$ cat src/rtl/game_pkg.sv
// Shared encodings for the game flow controller: FSM state codes, Event bit
// positions, timer constants and small score helpers.
package game_pkg;

   typedef enum logic [2:0] {
      ST_IDLE   = 3'd0,
      ST_PLAY   = 3'd1,
      ST_PAUSED = 3'd2,
      ST_DYING  = 3'd3,
      ST_OVER   = 3'd4,
      ST_WIN    = 3'd5
   } state_t;

   localparam int EV_HIT      = 0;
   localparam int EV_KILL_LSB = 1;
   localparam int EV_KILL_MSB = 3;

   localparam int TICKS_PER_SEC = 24;
   localparam int TICK_W        = $clog2(TICKS_PER_SEC);
   localparam int GAME_SECONDS  = 60;

   // Number of dragons killed in one cycle (0..3).
   function automatic logic [1:0] kill_count(input logic [2:0] k);
      return {1'b0, k[0]} + {1'b0, k[1]} + {1'b0, k[2]};
   endfunction

   function automatic logic [3:0] score_add(input logic [3:0] s, input logic [1:0] n);
      logic [4:0] sum;
      sum = {1'b0, s} + {3'b000, n};
      return sum[4] ? 4'hF : sum[3:0];
   endfunction

endpackage

$ cat src/rtl/edge_det.sv
// One-bit rising-edge detector: one registered copy of the input, pulse on 0->1.
module edge_det (
   input  logic clk_22,
   input  logic rst,
   input  logic i_d,
   output logic o_rise
);

   logic r_prev;

   // NOTE: sequential state uses non-blocking assignment so every register
   // samples pre-edge values, independent of block ordering.
   always_ff @(posedge clk_22 or negedge rst) begin
      if (!rst) r_prev <= 1'b0;
      else      r_prev <= i_d;
   end

   assign o_rise = i_d & ~r_prev;

endmodule

$ cat src/rtl/game_flow_ctrl.sv
// Game flow FSM: lives, score, pause and respawn sequencing for the robot game.
// Optional countdown timer enabled by defining GAME_TIMER_EN.
module game_flow_ctrl
   import game_pkg::*;
#(
   parameter int LIVES_INIT  = 3,
   parameter int RESPAWN_CYC = 100,
   parameter int WIN_SCORE   = 3
) (
   input  logic       clk_22,
   input  logic       rst,
   input  logic       start_key,
   input  logic       pause_key,
   input  logic [3:0] Event,
   output logic       pause,
   output logic       respawn,
   output logic [2:0] lives,
   output logic [3:0] score,
   output logic [2:0] state,
   output logic [7:0] time_left
);

   localparam int            CW        = (RESPAWN_CYC > 1) ? $clog2(RESPAWN_CYC) : 1;
   localparam logic [CW-1:0] COOL_LAST = CW'(RESPAWN_CYC - 1);
   localparam logic [2:0]    LIVES_Q   = 3'(LIVES_INIT);
   localparam logic [3:0]    WIN_Q     = 4'(WIN_SCORE);

   logic          w_start;
   logic          w_pause_edge;
   logic [2:0]    w_kill_rise;
   logic          w_start_go;
   logic          w_timeout;

   state_t        r_state;
   state_t        r_ret;
   logic          r_pause;
   logic          r_respawn;
   logic [2:0]    r_lives;
   logic [3:0]    r_score;
   logic [CW-1:0] r_cool;
   logic [2:0]    r_kill_prev;

   edge_det u_start_edge (
      .clk_22 (clk_22),
      .rst    (rst),
      .i_d    (start_key),
      .o_rise (w_start)
   );

   edge_det u_pause_edge (
      .clk_22 (clk_22),
      .rst    (rst),
      .i_d    (pause_key),
      .o_rise (w_pause_edge)
   );

   assign w_kill_rise = Event[EV_KILL_MSB:EV_KILL_LSB] & ~r_kill_prev;
   assign w_start_go  = w_start &&
                        (r_state == ST_IDLE || r_state == ST_OVER || r_state == ST_WIN);

`ifdef GAME_TIMER_EN
   localparam logic [TICK_W-1:0] TICK_LAST = TICK_W'(TICKS_PER_SEC - 1);

   logic [TICK_W-1:0] r_tick;
   logic [7:0]        r_time;
   logic              w_running;

   assign w_running = (r_state == ST_PLAY || r_state == ST_DYING) && (r_time != 8'd0);

   always_ff @(posedge clk_22 or negedge rst) begin
      if (!rst) begin
         r_tick <= '0;
         r_time <= 8'd0;
      end else if (w_start_go) begin
         r_tick <= '0;
         r_time <= 8'(GAME_SECONDS);
      end else if (w_running) begin
         if (r_tick == TICK_LAST) begin
            r_tick <= '0;
            r_time <= r_time - 8'd1;
         end else begin
            r_tick <= r_tick + 1'b1;
         end
      end
   end

   // Timeout fires on the same edge that the last second expires.
   assign w_timeout = w_running && (r_tick == TICK_LAST) && (r_time == 8'd1);
   assign time_left = r_time;
`else
   assign w_timeout = 1'b0;
   assign time_left = 8'd0;
`endif

   always_ff @(posedge clk_22 or negedge rst) begin
      if (!rst) begin
         r_state     <= ST_IDLE;
         r_ret       <= ST_PLAY;
         r_pause     <= 1'b1;
         r_respawn   <= 1'b0;
         r_lives     <= LIVES_Q;
         r_score     <= 4'd0;
         r_cool      <= '0;
         r_kill_prev <= 3'b000;
      end else begin
         r_respawn   <= 1'b0;
         r_kill_prev <= Event[EV_KILL_MSB:EV_KILL_LSB];
         case (r_state)
            ST_IDLE, ST_OVER, ST_WIN: begin
               if (w_start) begin
                  r_lives <= LIVES_Q;
                  r_score <= 4'd0;
                  r_cool  <= '0;
                  r_state <= ST_PLAY;
                  r_pause <= 1'b0;
               end
            end
            ST_PLAY: begin
               if (r_score >= WIN_Q) begin
                  r_state <= ST_WIN;
                  r_pause <= 1'b1;
               end else if (w_timeout) begin
                  r_state <= ST_OVER;
                  r_pause <= 1'b1;
               end else if (w_pause_edge) begin
                  r_ret   <= ST_PLAY;
                  r_state <= ST_PAUSED;
                  r_pause <= 1'b1;
               end else begin
                  r_score <= score_add(r_score, kill_count(w_kill_rise));
                  if (Event[EV_HIT]) begin
                     if (r_lives != 3'd0) r_lives <= r_lives - 3'd1;
                     r_cool  <= '0;
                     r_state <= ST_DYING;
                  end
               end
            end
            ST_DYING: begin
               if (r_score >= WIN_Q) begin
                  r_state <= ST_WIN;
                  r_pause <= 1'b1;
               end else if (w_timeout) begin
                  r_state <= ST_OVER;
                  r_pause <= 1'b1;
               end else if (w_pause_edge) begin
                  r_ret   <= ST_DYING;
                  r_state <= ST_PAUSED;
                  r_pause <= 1'b1;
               end else if (r_cool == COOL_LAST) begin
                  r_cool <= '0;
                  if (r_lives == 3'd0) begin
                     r_state <= ST_OVER;
                     r_pause <= 1'b1;
                  end else begin
                     r_state   <= ST_PLAY;
                     r_respawn <= 1'b1;
                  end
               end else begin
                  r_cool <= r_cool + 1'b1;
               end
            end
            ST_PAUSED: begin
               // Cooldown, lives and score are untouched here, so resuming continues exactly.
               if (w_pause_edge) begin
                  r_state <= r_ret;
                  r_pause <= 1'b0;
               end
            end
            default: begin
               r_state <= ST_IDLE;
               r_pause <= 1'b1;
            end
         endcase
      end
   end

   assign pause   = r_pause;
   assign respawn = r_respawn;
   assign lives   = r_lives;
   assign score   = r_score;
   assign state   = r_state;

endmodule

$ cat config.mk
export PLATFORM = sky130hd
export DESIGN_NAME = game_flow_ctrl
export DESIGN_NICKNAME = d
export VERILOG_FILES = /design/src/rtl/game_pkg.sv /design/src/rtl/edge_det.sv /design/src/rtl/game_flow_ctrl.sv
export SDC_FILE = /design/constraint.sdc
export NUM_CORES = 1
export LEC_CHECK = 0
export ABC_AREA = 1
export CAP_MARGIN = 10
export CORE_MARGIN = 2
export CORE_UTILIZATION = 40
export CTS_CLUSTER_DIAMETER = 50
export DETAILED_ROUTE_END_ITERATION = 8
export RECOVER_POWER = 25
export SYNTH_ARGS = -nofsm -noshare
export SYNTH_HDL_FRONTEND = slang
export SYNTH_HIERARCHICAL = 1
export SYNTH_SLANG_ARGS = --single-unit
$ cat constraint.sdc
create_clock -name clk_22 -period 3.2 [get_ports clk_22]
set_input_delay 0.8 -clock clk_22 [delete_from_list [all_inputs] [get_ports clk_22]]
set_output_delay 0.8 -clock clk_22 [all_outputs]
set_load 0.02 [all_outputs]
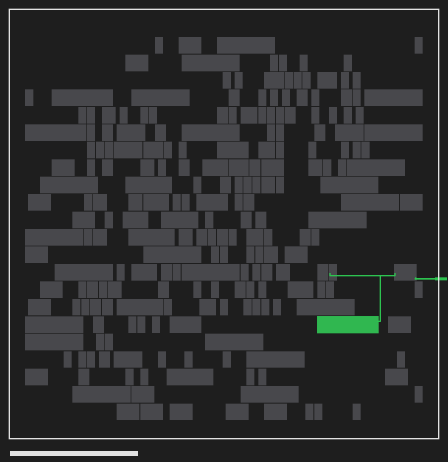
**Above:** run 1 (port wiring).
Scale bar: 20 µm.
[pause] green | direction: output | edge: east | end cells: 1 | buffers: 1 | wire: 21.6 µm

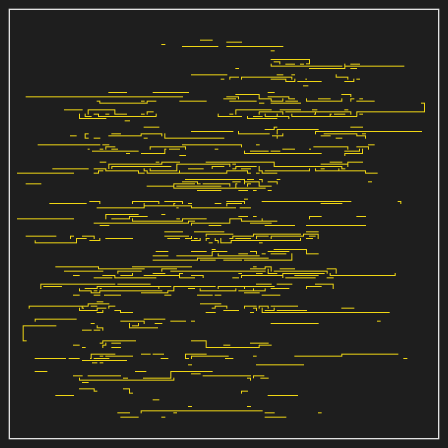
**Above:** run 1 (the metal 1 layer).
longest straight run: 24.4 µm
share of all routed wire: 52%
main direction: horizontal
nets with wire on the layer: 209
GRT met1 Usage: 0.228
wire length after detailed routing: 2910 µm
DR vias: 1229

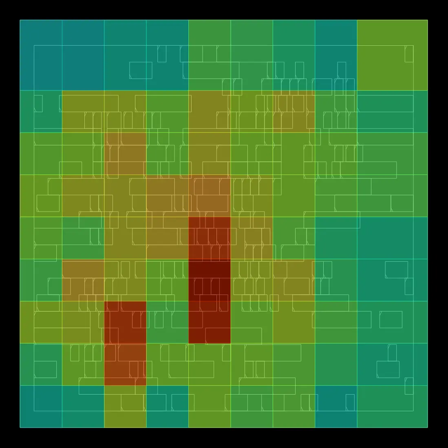
**Above:** run 1 (routing congestion).
met3 GRT Util: 0.0253
Total Routing Usage GR: 0.158

==> qor.yml, run 1 <==
nClkBuffers: 4
worst-slew-pin-transition_ns: 1.33
synth.lib_cells_used.distinct: 31
die_w_um: 66.7
stage_log_warnings: 27
leakage_nw: 0.945
clock_sinks: 25
timing.critical_path.required_ns: 3.35
slew_headroom: 0.110
dp.final_hpwl_um: 2280
sequential_cell_area_um2: 629
synth-area-yosys_mm2: 0.00157
areaGrowthSynthToFinish_pct: 16.9
global_route_wire_length_before_repair_um: 5380
core-area_mm2: 0.00372
number_of_buffers_created_by_cts: 3
rows: 22
fmax_mhz: 366
ir_worst_vdd_mv: 0.377
sh_comb_area: 0.436
layout.core_utilization: 0.495
sequential_cell_total: 25
drtAntennaViolNets: 0
seq-cell-share: 0.342
final_layout_top_logic_cell: "sky130_fd_sc_hd__nand2_1"
top_library_cells_by_usage_in_the_layout_fill_and_taps_aside: "sky130_fd_sc_hd__nand2_1, sky130_fd_sc_hd__inv_1, sky130_fd_sc_hd__dfrtp_1, sky130_fd_sc_hd__nor2_1, sky130_fd_sc_hd__nand3_1"
cts.clk_slew.worst_paths_ns: 0.08
htreeDepth: 1
place.port_buffers: 19
initial_cell_density_of_the_core: 0.424
avgViaCountPerCell: 4.55
drt-wirelength-per-cell_um: 10.8
ys_seq_frac: 0.400
outcome: "finished clean"
clockBufferDepth: 2
grt_setup_unrepaired: "false"
slew_viols_final: 0
cp-end-kind: "register"
cell_kind_with_the_greatest_summed_area: "multi-input combinational cells"
hold_class: "register to register"
synth-warning-count: 6
critical_path.max_fanout: 3
layout.clock.cell_area_share: 0.0245
netlist_area_mm2: 0.00157
buffers_excl_clock: 20
grt_pass1_vias: 1190
fin_crit_ns: 2.73
synth.avg_cell_area_um2: 7.91
top_cells_by_area: "sky130_fd_sc_hd__dfrtp_1, sky130_fd_sc_hd__nand2_1, sky130_fd_sc_hd__inv_1"
num_antenna_cells: 0
rrSetupSlack_ns: 1.13
critPathKind: "input pin to register"
filler_cell_count: 383
ys_seq_elements: 25
setup_violations: 0
worst_skew_pair.late_latency_ns: 0.26
post-cts-setup-buffer-count: 0
io_pins: 28
area.combinational_um2: 802
hold_bufs_inserted_after_cts: 0
netlist.top_cell.by_area: "sky130_fd_sc_hd__dfrtp_1"
drt_pre_antenna_iters: 4
clock_tree.root_cell: "sky130_fd_sc_hd__clkbuf_8"
max_cap_violations: 0
nMultiInputCombCells: 144
tap_cell_count: 48
cts_tree: "done"
non_clock_buffer_area_share: 0.105
clock_skew_ns: 0.00137
period_used_share: 0.854
global_route.overflow_total: 0
dieArea_mm2: 0.00445
finalWeightedCongestion: 0.802
inv_count: 29
arrival_ns: 2.89
first_iter_violations: 46
synthDominantCellAreaShare: 0.350
cellPowerDensity_mw_per_mm2: 863
die_y_um: 66.7
yosys-stat-cells: 199
hold_vio_cnt_final: 0
design.final.nets: 237
final_layout_size_suffix_gt1_frac: 0.135
setup_total_negative_slack_ns: 0
route.detailed.drc: 0
antenna_found_initial: 0
syn_inst: 199
-- run 1: metal layers --
| metal | wire length (µm) | share of wire | vias up | GRT usage |
|---|---|---|---|---|
| met5 | 0 | 0 | - | 0 |
| met4 | 40 | 0.014 | 0 | 0.0536 |
| met3 | 87 | 0.030 | 6 | 0.0253 |
| met2 | 1270 | 0.44 | 26 | 0.238 |
| met1 | 1510 | 0.52 | 550 | 0.228 |
| li1 | - | - | 647 | - |
-- run 1: sequential cells by signal, indices dropped and copies added (netlist names) --
signal               flops
r_cool                   7
state                    3
u_start_edge/r_prev      1
pause                    1
r_kill_prev              3
score                    4
u_pause_edge/r_prev      1
respawn                  1
lives                    3
r_ret                    1
-- run 1: critical path, cell delays in order --
cell and delay [ns]:
sky130_fd_sc_hd__dlygate4sd3_1 0.54, sky130_fd_sc_hd__nand2_1 0.08, sky130_fd_sc_hd__fa_1 0.51, sky130_fd_sc_hd__inv_1 0.04, sky130_fd_sc_hd__ha_1 0.20, sky130_fd_sc_hd__fa_1 0.40, sky130_fd_sc_hd__nand3_1 0.13, sky130_fd_sc_hd__nand2_1 0.05
sky130_fd_sc_hd__nand2_1 0.06, sky130_fd_sc_hd__o21ai_0 0.07
-- run 1: worst paths after layout --
kind	from	end	cells after the start
worst max-delay path	Event[1]	score[0]	10
worst min-delay path	pause	pause	2
worst max register to register	score[0]	score[0]	9
worst min register to register	pause	pause	2
max in group asynchronous	rst	r_cool[5]	2
min in group asynchronous	rst	state[0]	2
-- run 1: power breakdown --
part	switching [W]	internal (W)	total (W)
Clock	0.0000953	0.0000890	0.000184
Sequential	0.0000954	0.000409	0.000505
Combinational	0.000562	0.000336	0.000898
-- run 1: through the flow --
stage | setup slack [ns] | total power (W) | std cells | instance area, µm² | hold slack, ns
6_report | 0.468 | 0.00159 | 270 | 1840 | 0.471
5_1_grt | 0.305 | 0.00173 | 270 | 1840 | 0.492
4_1_cts | 0.549 | 0.00161 | 270 | 1840 | 0.479
3_5_place_dp | 0.256 | 0.00141 | 266 | 1800 | 0.465
3_3_place_gp | 0.287 | 0.00141 | 266 | 1800 | 0.453
2_1_floorplan | 0.850 | 0.00116 | 206 | 1600 | 0.453
-- run 1: cells in the mapped netlist (all sizes together) --
| master | n |
|---|---|
| nand2 | 64 |
| nand3b | 2 |
| dfstp | 3 |
| nor2 | 22 |
| ha | 4 |
| inv | 29 |
| conb | 1 |
| nand3 | 16 |
| nand4 | 1 |
| buf | 8 |
| nor3b | 2 |
| a21oi | 3 |
| o21ai | 13 |
| xnor2 | 3 |
| or2 | 1 |
| fa | 2 |
| nor3 | 1 |
| nor4 | 1 |
| dfrtp | 22 |
| o21bai | 1 |
-- run 1: cells by family (layout without fill, tap and decap cells) --
kind of cell,count (synthesis),in the layout,share of synthesized area
AND-OR/OR-AND,17,17,0.0652
XOR/XNOR,3,3,0.0167
adder cells (fa/ha/maj),6,6,0.0572
buffers and inverters,37,53,0.107
flip-flops,25,25,0.400
other,1,8,0.00238
AND/OR/NAND/NOR,110,110,0.351
--- run 2 (diff from run 1) ---
--- a/config.mk
+++ b/config.mk
@@ -11,6 +11,7 @@
 export CORE_UTILIZATION = 40
 export CTS_CLUSTER_DIAMETER = 50
 export DETAILED_ROUTE_END_ITERATION = 8
+export DONT_BUFFER_PORTS = 1
 export RECOVER_POWER = 25
 export SYNTH_ARGS = -nofsm -noshare
 export SYNTH_HDL_FRONTEND = slang
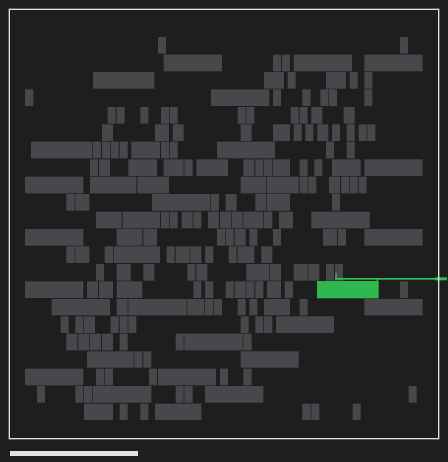
**Above:** run 2 (port wiring).
Scale bar: 20 µm.
[pause] green | direction: output | edge: east | end cells: 1 | buffers: 0 | wire: 17.5 µm

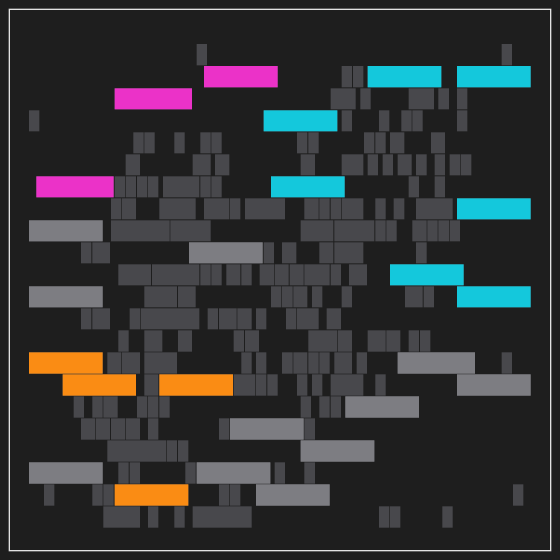
**Above:** run 2 (where the registers sit).
Other sequential cells in the stronger grey, the rest of the logic in the fainter grey.
[lives] magenta | sequential cells: 3
[score] orange | sequential cells: 4
[r_cool] cyan | sequential cells: 7
not coloured: 11

==> run 2 against run 1 <==
  * Register-to-register slack worse by 0.17 ns
  * Count of clock-buffer cells in the layout is 1 lower
  * Highest routed layer is now met3
  * Critical path type is now register to register
  * Critical path depth is 1 lower
  * Clock power is 3% higher
  * Critical endpoint unchanged
==> qor.yml, run 2 <==
finalHoldWorstSlack_ns: 0.214
synthDominantCellAreaShare: 0.350
final_layout_top_logic_cell: "sky130_fd_sc_hd__nand2_1"
final_layout_size_suffix_gt1_frac: 0.153
syn_inst: 199
global_route_wire_length_before_repair_um: 5210
grt_util_met2: 0.258
yosys.area_share.simple: 0.351
antenna_found_initial: 0
largest_register_ffs: 7
rows: 22
vias: 1176
post-cts-setup-buffer-count: 0
synth-warning-count: 6
grt_most_used_layer: "met2"
synth.lib_cells_used.distinct: 31
core-area_mm2: 0.00372
outcome: "finished clean"
die_w_um: 66.7
post_synth_xor_area_fraction: 0.0167
worstRegToRegCells: 9
yosys_adder_share: 0.0572
max_flop_register: "r_cool"
critical_path.max_fanout: 3
top_cells_by_area: "sky130_fd_sc_hd__dfrtp_1, sky130_fd_sc_hd__nand2_1, sky130_fd_sc_hd__inv_1"
io_pins: 28
timing.rr.start: "score[0]"
clock_tree.root_cell: "sky130_fd_sc_hd__clkbuf_8"
synth-area-yosys_mm2: 0.00157
pwr-share-seq: 0.392
leakage_nw: 0.874
slew_headroom: 0.662
clock_sinks: 25
place.port_buffers: 0
grt.total_usage: 0.153
crit-reg2reg-capture: "score[0]"
netlist_area_mm2: 0.00157
netlist.top_cell.by_area: "sky130_fd_sc_hd__dfrtp_1"
drt_pre_antenna_iters: 4
grt_setup_unrepaired: "false"
sw_frac_of_total: 0.497
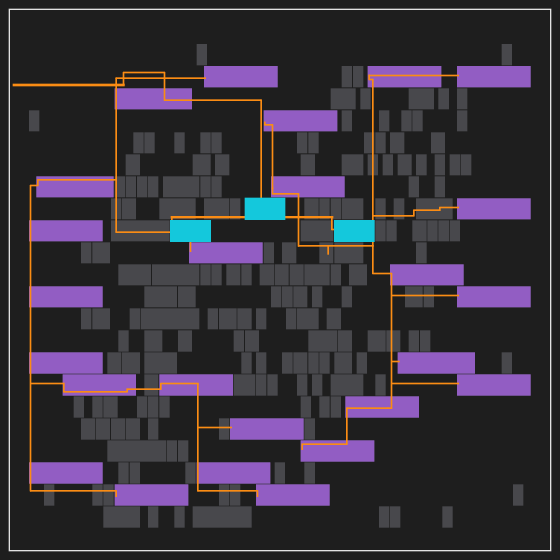
**Above:** run 2 (clock wires, drivers and flops).
[clock drivers] cyan | count: 3
[flip-flops] purple | count: 25
[clock wires] orange | length: 357 µm
flops lie: widely spread
Worst Clk Skew: 0.00328 ns
clock latency on the worst-skew pair: 0.27 ns
power of the clock network: 0.000190 W

-- run 2: cell types whose count changed in the layout (fill, tap and decap cells not counted) --
| cell | previous run | this run |
|---|---|---|
| sky130_fd_sc_hd__clkinv_2 | 0 | 1 |
| sky130_fd_sc_hd__dlygate4sd3_1 | 6 | 0 |
| sky130_fd_sc_hd__clkdlybuf4s50_1 | 13 | 0 |
| sky130_fd_sc_hd__clkbuf_1 | 2 | 0 |
-- run 2: area by class of cell --
cell class	count	area [µm²]	area share
Clock buffer	3	41.3	0.0251
Sequential cell	25	629	0.382
Tap cell	48	60.1	0.0365
Multi-Input combinational cell	144	802	0.487
Inverter	29	109	0.0661
Clock inverter	1	5.00	0.00304
-- run 2: kinds of logic after synthesis --
logic type	Yosys count
other	1
xor gates and xnor gates	3
and+or+nand+nor	110
AOI/OAI and AO/OA	17
buffers and inverters	37
adders and majority gates	6
DFF	25
-- run 2: through the flow --
stage	power (W)	util	cells	area, µm²	setup WS, ns
floorplan	0.00116	-	206	1600	0.850
global placement	0.00129	0.431	246	1600	0.783
detailed placement	0.00129	0.431	246	1600	0.750
CTS	0.00149	0.443	250	1650	0.949
global route	0.00162	0.443	250	1650	0.808
finish	0.00147	0.443	250	1650	0.961
-- run 2: worst max-delay path by stage --
stage                         from  endpoint  slack [ns]  depth (start not counted)
final                     score[0]  score[0]        0.96                          9
after global routing      score[0]  score[0]        0.81                          9
after CTS                 score[0]  score[0]        0.95                          9
after detailed placement  Event[1]  score[0]        0.75                          9
after global placement    Event[1]  score[0]        0.78                          9
after floorplan           Event[1]  score[0]        0.85                          9
-- run 2: metal layers --
metal,part of all wire,vias to the layer above
li1,-,606
met1,0.47,531
met2,0.46,39
met3,0.072,0
met4,0,0
met5,0,-
-- run 2: power by group through the flow --
stage / Clock, W / Sequential, W / Combinational (W)
2_1_floorplan: 0 / 0.000558 / 0.000598
3_3_place_gp: 0 / 0.000587 / 0.000701
3_5_place_dp: 0 / 0.000584 / 0.000704
4_1_cts: 0.000203 / 0.000578 / 0.000709
5_1_grt: 0.000216 / 0.000589 / 0.000815
6_report: 0.000190 / 0.000576 / 0.000704
-- run 2: worst max-delay path, cell delays in order (launching register included) --
cell and delay, ns:
sky130_fd_sc_hd__dfrtp_1 0.49, sky130_fd_sc_hd__inv_1 0.13, sky130_fd_sc_hd__fa_1 0.55, sky130_fd_sc_hd__inv_1 0.04
sky130_fd_sc_hd__ha_1 0.20, sky130_fd_sc_hd__fa_1 0.39, sky130_fd_sc_hd__nand3_1 0.13, sky130_fd_sc_hd__nand2_1 0.06
sky130_fd_sc_hd__nand2_1 0.06, sky130_fd_sc_hd__o21ai_0 0.08
Power figures rest on the tool's default switching activity, not on a simulated workload.
